<file path="config.mk">
export PLATFORM = sky130hd
export DESIGN_NAME = simon_game_core
export DESIGN_NICKNAME = d
export VERILOG_FILES = /design/src/rtl/simon_pkg.sv /design/src/rtl/simon_lfsr.sv /design/src/rtl/simon_game_core.sv
export SDC_FILE = /design/constraint.sdc
export NUM_CORES = 1
export LEC_CHECK = 0
export ABC_AREA = 1
export ABC_CLOCK_PERIOD_IN_PS = 3000
export CORE_MARGIN = 1.5
export CORE_UTILIZATION = 53
export CTS_CLUSTER_DIAMETER = 40
export DETAILED_ROUTE_END_ITERATION = 7
export GPL_TIMING_DRIVEN = 0
export PLACE_DENSITY = 0.77
export SYNTH_ARGS = -nofsm -noshare
export SYNTH_HDL_FRONTEND = slang
export SYNTH_SLANG_ARGS = --single-unit
</file>
<file path="constraint.sdc">
create_clock -name clk -period 3 [get_ports clk]
set_clock_uncertainty 0.2 [all_clocks]
set_input_delay 0.9 -clock clk [delete_from_list [all_inputs] [get_ports clk]]
set_output_delay 0.9 -clock clk [all_outputs]
set_load 0.1 [all_outputs]
</file>
<file path="src/rtl/simon_pkg.sv">
// Shared definitions for the Simon game core: FSM state codes and LFSR constants.
package simon_pkg;

  typedef enum logic [2:0] {
    ST_IDLE     = 3'd0,
    ST_GEN      = 3'd1,
    ST_SHOW_ON  = 3'd2,
    ST_SHOW_OFF = 3'd3,
    ST_INPUT    = 3'd4,
    ST_WIN      = 3'd5,
    ST_LOSE     = 3'd6
  } state_e;

  localparam logic [7:0] LFSR_TAPS     = 8'hB8;
  localparam logic [7:0] LFSR_ZERO_SUB = 8'hA5;

  // Right-shifting Galois step; the tap mask is folded in when bit 0 falls out.
  function automatic logic [7:0] lfsr_next(input logic [7:0] cur);
    return cur[0] ? ((cur >> 1) ^ LFSR_TAPS) : (cur >> 1);
  endfunction

endpackage

</file>
<file path="src/rtl/simon_lfsr.sv">
// 8-bit Galois LFSR with seed load (zero seed replaced by LFSR_ZERO_SUB) and step enable.
// Exposes only the low OUT_W bits, which is all the sequence generator consumes.
module simon_lfsr #(
  parameter int OUT_W = 2
) (
  input  logic             clk,
  input  logic             rst,
  input  logic             load,
  input  logic [7:0]       seed,
  input  logic             step,
  output logic [OUT_W-1:0] rnd
);
  import simon_pkg::*;

  logic [7:0] lfsr_q, lfsr_d;

  always_comb begin
    lfsr_d = lfsr_q;
    if (load) begin
      lfsr_d = (seed == 8'h00) ? LFSR_ZERO_SUB : seed;
    end else if (step) begin
      lfsr_d = lfsr_next(lfsr_q);
    end
  end

  always_ff @(posedge clk) begin
    if (rst) begin
      lfsr_q <= LFSR_ZERO_SUB;
    end else begin
      lfsr_q <= lfsr_d;
    end
  end

  assign rnd = lfsr_q[OUT_W-1:0];

endmodule

</file>
<file path="src/rtl/simon_game_core.sv">
// Simon memory game: generates a random colour sequence, plays it back and checks presses.
// Optional per-press input timeout is compiled in with `define SIMON_TIMEOUT_EN.
module simon_game_core #(
  parameter int NUM_COLOURS    = 4,
  parameter int MAX_LEN        = 16,
  parameter int HOLD_CYCLES    = 10,
  parameter int GAP_CYCLES     = 4,
  parameter int TIMEOUT_CYCLES = 1000
) (
  input  logic                           clk,
  input  logic                           rst,
  input  logic                           start,
  input  logic [7:0]                     seed,
  input  logic [NUM_COLOURS-1:0]         btn,
  output logic [NUM_COLOURS-1:0]         colour_out,
  output logic [2:0]                     state_dbg,
  output logic [$clog2(MAX_LEN+1)-1:0]   round,
  output logic                           win,
  output logic                           lose,
  output logic                           busy
);
  import simon_pkg::*;

  localparam int CW    = $clog2(NUM_COLOURS);
  localparam int RW    = $clog2(MAX_LEN + 1);
  localparam int IW    = $clog2(MAX_LEN);
  localparam int DEPTH = 1 << IW;
  localparam int TMAX  = (HOLD_CYCLES > GAP_CYCLES) ? HOLD_CYCLES : GAP_CYCLES;
  localparam int TW    = $clog2(TMAX + 1);

  localparam logic [RW-1:0] MAX_LEN_R = RW'(MAX_LEN);
  localparam logic [IW-1:0] GEN_LAST  = IW'(MAX_LEN - 1);
  localparam logic [TW-1:0] HOLD_LAST = TW'(HOLD_CYCLES - 1);
  localparam logic [TW-1:0] GAP_LAST  = TW'(GAP_CYCLES - 1);

  if (!(NUM_COLOURS == 2 || NUM_COLOURS == 4 || NUM_COLOURS == 8)) begin : g_bad_colours
    $error("simon_game_core: NUM_COLOURS must be 2, 4 or 8");
  end
  if (MAX_LEN < 2 || MAX_LEN > 32) begin : g_bad_len
    $error("simon_game_core: MAX_LEN must be in 2..32");
  end
  if (HOLD_CYCLES < 1 || GAP_CYCLES < 1 || TIMEOUT_CYCLES < 1) begin : g_bad_timing
    $error("simon_game_core: cycle counts must be at least 1");
  end

  state_e          state_q, state_d;
  logic [RW-1:0]   round_q, round_d;
  logic [IW-1:0]   idx_q, idx_d;
  logic [IW-1:0]   gen_cnt_q, gen_cnt_d;
  logic [TW-1:0]   tmr_q, tmr_d;
  logic            start_prev_q;
  logic [NUM_COLOURS-1:0] btn_prev_q;

  // Sequence storage is never reset; GEN rewrites every entry before it is read.
  logic [CW-1:0]   seq_q [DEPTH];
  logic            seq_we;

  logic            lfsr_load, lfsr_step;
  logic [CW-1:0]   lfsr_rnd;

  logic            start_rise;
  logic            press;
  logic [CW-1:0]   btn_idx;
  logic [CW-1:0]   cur_colour;
  logic [RW-1:0]   last_idx;
  logic            at_last;

`ifdef SIMON_TIMEOUT_EN
  localparam int OW = $clog2(TIMEOUT_CYCLES + 1);
  localparam logic [OW-1:0] TO_LAST = OW'(TIMEOUT_CYCLES - 1);
  logic [OW-1:0]   to_cnt_q, to_cnt_d;
`endif

  simon_lfsr #(
    .OUT_W (CW)
  ) u_lfsr (
    .clk  (clk),
    .rst  (rst),
    .load (lfsr_load),
    .seed (seed),
    .step (lfsr_step),
    .rnd  (lfsr_rnd)
  );

  assign start_rise = start & ~start_prev_q;
  // Only a clean zero -> one-hot transition counts as a press.
  assign press      = (btn_prev_q == '0) && $onehot(btn);
  assign cur_colour = seq_q[idx_q];
  assign last_idx   = round_q - RW'(1);
  assign at_last    = (RW'(idx_q) == last_idx);

  always_comb begin
    btn_idx = '0;
    for (int i = 0; i < NUM_COLOURS; i++) begin
      if (btn[i]) btn_idx = CW'(i);
    end
  end

  always_comb begin
    state_d   = state_q;
    round_d   = round_q;
    idx_d     = idx_q;
    gen_cnt_d = gen_cnt_q;
    tmr_d     = tmr_q;
    lfsr_load = 1'b0;
    lfsr_step = 1'b0;
    seq_we    = 1'b0;
`ifdef SIMON_TIMEOUT_EN
    to_cnt_d  = to_cnt_q;
`endif
    case (state_q)
      ST_IDLE, ST_WIN, ST_LOSE: begin
        if (start_rise) begin
          state_d   = ST_GEN;
          lfsr_load = 1'b1;
          gen_cnt_d = '0;
          round_d   = '0;
          idx_d     = '0;
        end
      end
      ST_GEN: begin
        seq_we    = 1'b1;
        lfsr_step = 1'b1;
        gen_cnt_d = gen_cnt_q + IW'(1);
        if (gen_cnt_q == GEN_LAST) begin
          round_d = RW'(1);
          idx_d   = '0;
          tmr_d   = '0;
          state_d = ST_SHOW_ON;
        end
      end
      ST_SHOW_ON: begin
        tmr_d = tmr_q + TW'(1);
        if (tmr_q == HOLD_LAST) begin
          tmr_d   = '0;
          state_d = ST_SHOW_OFF;
        end
      end
      ST_SHOW_OFF: begin
        tmr_d = tmr_q + TW'(1);
        if (tmr_q == GAP_LAST) begin
          tmr_d = '0;
          if (!at_last) begin
            idx_d   = idx_q + IW'(1);
            state_d = ST_SHOW_ON;
          end else begin
            idx_d   = '0;
            state_d = ST_INPUT;
`ifdef SIMON_TIMEOUT_EN
            to_cnt_d = '0;
`endif
          end
        end
      end
      ST_INPUT: begin
`ifdef SIMON_TIMEOUT_EN
        to_cnt_d = to_cnt_q + OW'(1);
`endif
        if (press) begin
`ifdef SIMON_TIMEOUT_EN
          to_cnt_d = '0;
`endif
          if (btn_idx != cur_colour) begin
            state_d = ST_LOSE;
          end else if (!at_last) begin
            idx_d = idx_q + IW'(1);
          end else if (round_q != MAX_LEN_R) begin
            round_d = round_q + RW'(1);
            idx_d   = '0;
            tmr_d   = '0;
            state_d = ST_SHOW_ON;
          end else begin
            state_d = ST_WIN;
          end
        end
`ifdef SIMON_TIMEOUT_EN
        else if (to_cnt_q == TO_LAST) begin
          state_d = ST_LOSE;
        end
`endif
      end
      default: state_d = ST_IDLE;
    endcase
  end

  always_ff @(posedge clk) begin
    if (rst) begin
      state_q      <= ST_IDLE;
      round_q      <= '0;
      idx_q        <= '0;
      gen_cnt_q    <= '0;
      tmr_q        <= '0;
      start_prev_q <= 1'b1;
      btn_prev_q   <= '1;
`ifdef SIMON_TIMEOUT_EN
      to_cnt_q     <= '0;
`endif
    end else begin
      state_q      <= state_d;
      round_q      <= round_d;
      idx_q        <= idx_d;
      gen_cnt_q    <= gen_cnt_d;
      tmr_q        <= tmr_d;
      start_prev_q <= start;
      btn_prev_q   <= btn;
`ifdef SIMON_TIMEOUT_EN
      to_cnt_q     <= to_cnt_d;
`endif
    end
  end

  always_ff @(posedge clk) begin
    if (seq_we) seq_q[gen_cnt_q] <= lfsr_rnd;
  end

  // Lamp is decoded from the registered state so reset blanks it on the same edge.
  assign colour_out = (state_q == ST_SHOW_ON) ? (NUM_COLOURS'(1) << cur_colour) : '0;
  assign state_dbg  = state_q;
  assign round      = round_q;
  assign win        = (state_q == ST_WIN);
  assign lose       = (state_q == ST_LOSE);
  assign busy       = !(state_q == ST_IDLE || state_q == ST_WIN || state_q == ST_LOSE);

endmodule
</file>
==> qor.csv, run 1 <==
metric,value,unit
outcome,"finished, violations left",
violated checks,negative setup slack,
Peak supply drop,0.6820,mV
initial DRC count,273,
Fmax achieved,0.3230,GHz
tally of OpenROAD warnings,34,
initial antenna violation count,0,
routed length on met2,4253,µm
max reg flops,32,
Longest Clk Path Bufs,2,
power share of the combinational group,51.6,%
XOR/XNOR Area Share,2.361,%
Flops,69,
busiest grt layer,met2,
hold path endpoint,u_lfsr.lfsr_q[3]$_SDFFE_PP0P_,
"Setup violations, final",23,
hold slack,0.2671,ns
Routability Congestion,0.8687,
met1 usage,32.68,%
worst min path class,flip-flop to flip-flop,
total global routing overflow,0,
Synth area leader,edfxtp_1,
worst setup margin,-0.09583,ns
CP Launch Point,btn[0],
asr flop ratio synth,0,%
WP data required,3.01,ns
Post-synth regs,69,
"Simple Share, Synth",31.20,%
Clock H-tree levels,3,
adder share,4.789,%
fin. max-slew vios,0,
comb pwr,2200,µW
Seq. cell area,0.001709,mm²
Port Buf Inserts,29,
crit end category,flip-flop,
Nets at Floorplan,504,
Syn. warnings,0,
Top Metal Used,met4,
number of tapcells,96,
HP Start,u_lfsr.lfsr_q[3]$_SDFFE_PP0P_,
clk cell area share,3.821,%
Non-clk invs,73,
DRC viols,0,
# Cells Yosys,476,
CTS sink count,69,
P_int,2239,µW
hold_buf cts,0,
met1 wire length,3779,µm
Seq power,1360,µW
"Max FO, Critical Path",5,
dominant logic cell type in the layout,nand2_1,
Max-area cell share,25.90,%
Nets,555,
Worst Setup Path Type,input port to flip-flop,
Antenna Violating Nets Remaining,0,
Leak Pwr,0.002113,µW
Synth-to-Final Area Change,30.62,%
ant diodes,0,
vias in the first global route,2967,
top power group,combinational cells,
CP top delay family,adder cells,
Total Power,4268,µW
yosys stat area,0.003710,mm²
logic share of the area,41.47,%
"Period Utilization, post-route",103.2,%
Comb gates,325,
fin area,0.004846,mm²
most frequent cells in the layout,"nand2_1 (114), inv_1 (60), nor2_1 (40), dfxtp_1 (33), edfxtp_1 (32)",
clock network fraction of design power,16.6,%
largest register by flop count,seq_q,
### Met2 routing, run 1

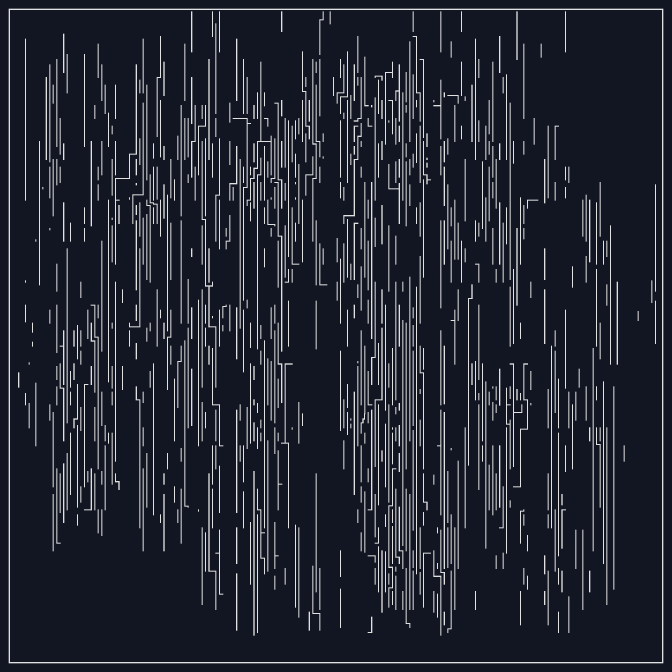
share of all routed wire	49%
longest straight run	38.1 µm
M2 GR Usage: 39.20%
Routed WL: 8643 µm
Via Count: 3303

### Metal layers overlaid, run 1

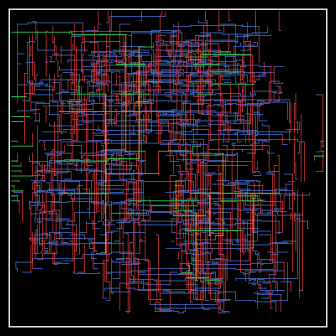
layer	colour	wire length
met2	red	4250 µm
met4	orange	179 µm
met1	blue	3780 µm
met3	green	432 µm
GRT Total Usage: 24.14%
DR WL/cell: 13.76 µm

### Routing congestion map, run 1

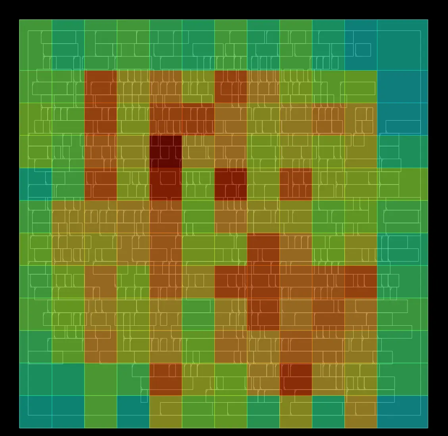
Final Core Density: 71.33%
met3 usage: 3.524%

### Cell density map, run 1

The die is cut into 9 by 9 equal tiles; white is low, dark blue is high, 0 to 100% covered.
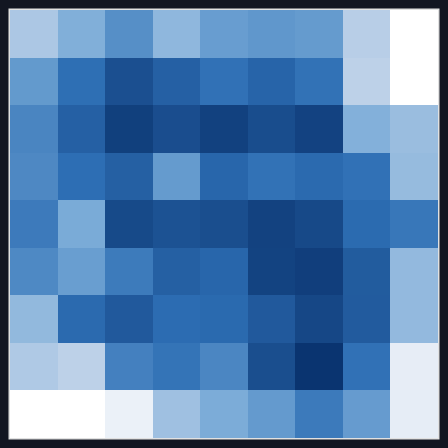
densest ninth of the die	centre
mean over tiles	63%
fullest tile	98%
Floorplan Utilization: 54.60%
Core ar.: 0.006794 mm²

==> run 2: changes to the inputs <==
Settings changed: ABC_CLOCK_PERIOD_IN_PS 3000 to 3360, CORE_UTILIZATION 53 to 58, PLACE_DENSITY 0.77 to 0.8.
Clock period 3 ns to 3.36 ns, I/O delays scaled along.
### Gate-type map, run 2

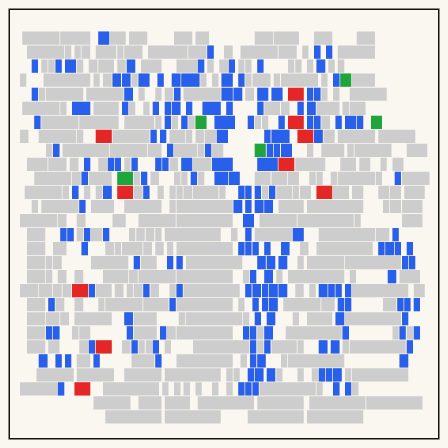
family	colour	cells	most used
XOR/XNOR gates	red	10	xor2_1
NAND gates	blue	185	nand2_1
AND and OR gates	green	5	or2_2
logic share of the area: 39.99%
post-route insts no fill: 596
dominant logic cell type in the layout: nand2_1

### Met2 routing, run 2

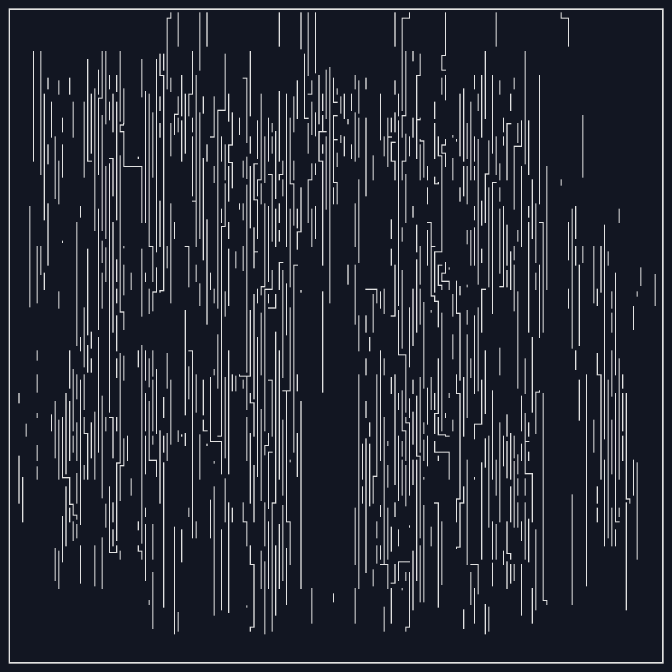
Routed WL: 8433 µm
M2 GR Usage: 40.43%
Via Count: 3174

==> qor.csv, run 2 <==
metric,value,unit
outcome,finished clean,
DRC viols,0,
power share of the combinational group,45.9,%
Max-area cell share,25.90,%
FP Rows,28,
Top logic family,simple AND/OR/NAND/NOR gates,
ant diodes,0,
initial DRC count,301,
"Max FO, Critical Path",5,
fin. max-slew vios,0,
worst min path class,flip-flop to flip-flop,
met1 wire length,3644,µm
P_int,2026,µW
met3 usage,4.175,%
post-synth cell types,39,
busiest grt layer,met2,
adder share,4.789,%
Post-synth regs,69,
worst setup margin,0.08013,ns
final hold violation count,0,
fin area,0.004458,mm²
most common cell in the netlist,nand2_1,
CP Launch Point,btn[1],
Peak supply drop,0.5993,mV
asr flop ratio synth,0,%
Nets,544,
Nets at Floorplan,504,
Routability Congestion,0.8817,
Fmax achieved,0.3049,GHz
max reg flops,32,
# Cells Yosys,476,
hold slack,0.2737,ns
hold path endpoint,u_lfsr.lfsr_q[3]$_SDFFE_PP0P_,
Total Power,3709,µW
XOR/XNOR Area Share,2.361,%
Synth area leader,edfxtp_1,
Antenna Violating Nets Remaining,0,
top cells by count,"nand2_1 (129), inv_1 (66), nor2_1 (46), nand3_1 (39), dfxtp_1 (37)",
Seq. cell area,0.001704,mm²
vias in the first global route,3001,
Port Buf Inserts,29,
max incr delay on CP,0.54,ns
GRT Total Usage,24.95,%
"Setup violations, final",0,
Leak Pwr,0.001926,µW
routed length on met2,4162,µm
clk cell area share,5.361,%
crit end category,flip-flop,
Worst Setup Path Type,input port to flip-flop,
"Simple Share, Synth",31.20,%
Non-clk invs,73,
tally of OpenROAD warnings,32,
met1 usage,32.15,%
largest register by flop count,seq_q,
Clock H-tree levels,3,
most frequent cells in the layout,"nand2_1 (125), inv_1 (61), nor2_1 (40), nand3_1 (38), dfxtp_1 (35)",
DR WL/cell,14.15,µm
Synth-to-Final Area Change,20.17,%
HP Start,u_lfsr.lfsr_q[3]$_SDFFE_PP0P_,
instance count on the critical path,15,
P_clk,795,µW
Reg2Reg Launch Point,round[0]$_SDFFE_PP0P_,
Seq power,1210,µW
Longest Clk Path Bufs,2,
WP data required,3.44,ns
CTS sink count,69,
hold_buf cts,0,
CP top delay family,adder cells,
Syn. warnings,0,
Comb gates,325,
clk latency late pin,0.35,ns
number of tapcells,75,
initial antenna violation count,0,
top power group,combinational cells,
Top Metal Used,met4,
Flops,69,
comb pwr,1700,µW
yosys stat area,0.003710,mm²
total global routing overflow,0,
"Period Utilization, post-route",97.62,%
### Cell density map, run 2

The die is cut into 8 by 8 equal tiles; white is low, dark blue is high, 0 to 100% covered.
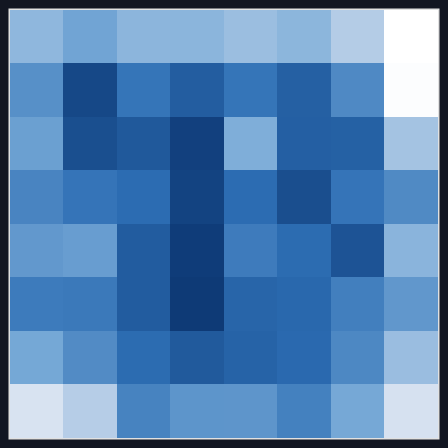
tiles over 75% full	38%
densest ninth of the die	centre
emptiest ninth of the die	upper right
nearly empty tiles	3.1%
fullest tile	96%
Final Core Density: 73.55%
Floorplan Utilization: 61.21%
Core ar.: 0.006061 mm²

==> run 3: changes to the inputs <==
Settings changed: RECOVER_POWER set to 50.
### Gate-type map, run 3

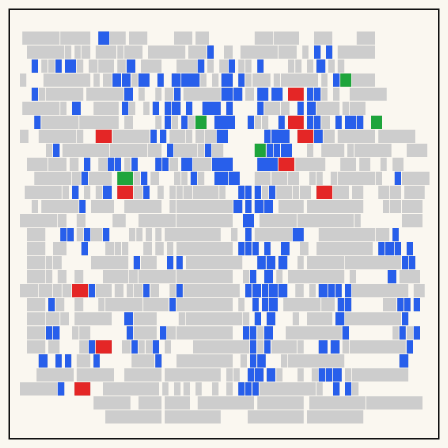
family	colour	cells	most used
NAND gates	blue	185	nand2_1
XOR/XNOR gates	red	10	xor2_1
AND and OR gates	green	5	or2_2
logic share of the area: 39.71%

### Met2 routing, run 3

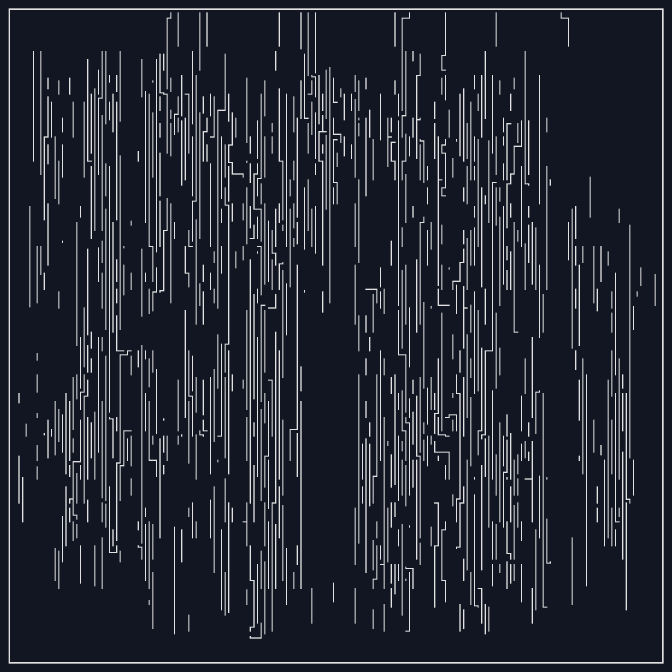
longest straight run	31.3 µm
main direction	vertical
nets with wire on the layer	440
share of all routed wire	49%
wire length on this layer	4160 µm
Via Count: 3199
Routed WL: 8409 µm

==> qor.csv, run 3 <==
metric,value,unit
worst setup margin,0.07332,ns
met3 usage,4.175,%
clk cell area share,5.394,%
most common cell in the netlist,nand2_1,
top power group,combinational cells,
final hold violation count,0,
Total Power,3679,µW
"Period Utilization, post-route",97.82,%
Syn. warnings,0,
Top Metal Used,met4,
post-synth cell types,39,
Floorplan Utilization,61.21,%
fin area,0.004431,mm²
Peak supply drop,0.5972,mV
clk latency late pin,0.35,ns
Seq. cell area,0.001703,mm²
Port Buf Inserts,29,
number of tapcells,75,
hold_buf cts,0,
"Simple Share, Synth",31.20,%
fin. max-slew vios,0,
clock network fraction of design power,21.6,%
WP data required,3.44,ns
DRC viols,0,
busiest grt layer,met2,
CP top delay family,adder cells,
worst min path class,flip-flop to flip-flop,
routed length on met2,4155,µm
post-route insts no fill,596,
CP Launch Point,btn[1],
Nets at Floorplan,504,
yosys stat area,0.003710,mm²
Clock H-tree levels,3,
tally of OpenROAD warnings,32,
Reg2Reg Launch Point,state_dbg[0]$_SDFFE_PP0P_,
Top logic family,simple AND/OR/NAND/NOR gates,
hold path endpoint,u_lfsr.lfsr_q[3]$_SDFFE_PP0P_,
Routability Congestion,0.8817,
FP Rows,28,
Synth-to-Final Area Change,19.43,%
XOR/XNOR Area Share,2.361,%
Worst Setup Path Type,input port to flip-flop,
CTS sink count,69,
dominant logic cell type in the layout,nand2_1,
Leak Pwr,0.001918,µW
Non-clk invs,73,
power share of the combinational group,45.6,%
Final Core Density,73.10,%
asr flop ratio synth,0,%
Flops,69,
max incr delay on CP,0.54,ns
vias in the first global route,3001,
"Max FO, Critical Path",5,
ant diodes,0,
# Cells Yosys,476,
total global routing overflow,0,
max reg flops,32,
met1 wire length,3665,µm
P_int,2015,µW
M2 GR Usage,40.43,%
HP Start,u_lfsr.lfsr_q[3]$_SDFFE_PP0P_,
Post-synth regs,69,
initial antenna violation count,0,
outcome,finished clean,
P_clk,793,µW
crit end category,flip-flop,
most frequent cells in the layout,"nand2_1 (125), inv_1 (63), nor2_1 (41), nand3_1 (39), dfxtp_1 (36)",
instance count on the critical path,15,
Nets,544,
### Metal layers overlaid, run 3

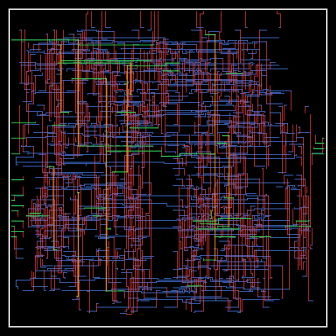
layer	colour	wire length
met1	blue	3670 µm
met2	red	4160 µm
met4	orange	269 µm
met3	green	319 µm
GRT Total Usage: 24.95%
DR WL/cell: 14.11 µm

Power and IR drop assume default switching activity.
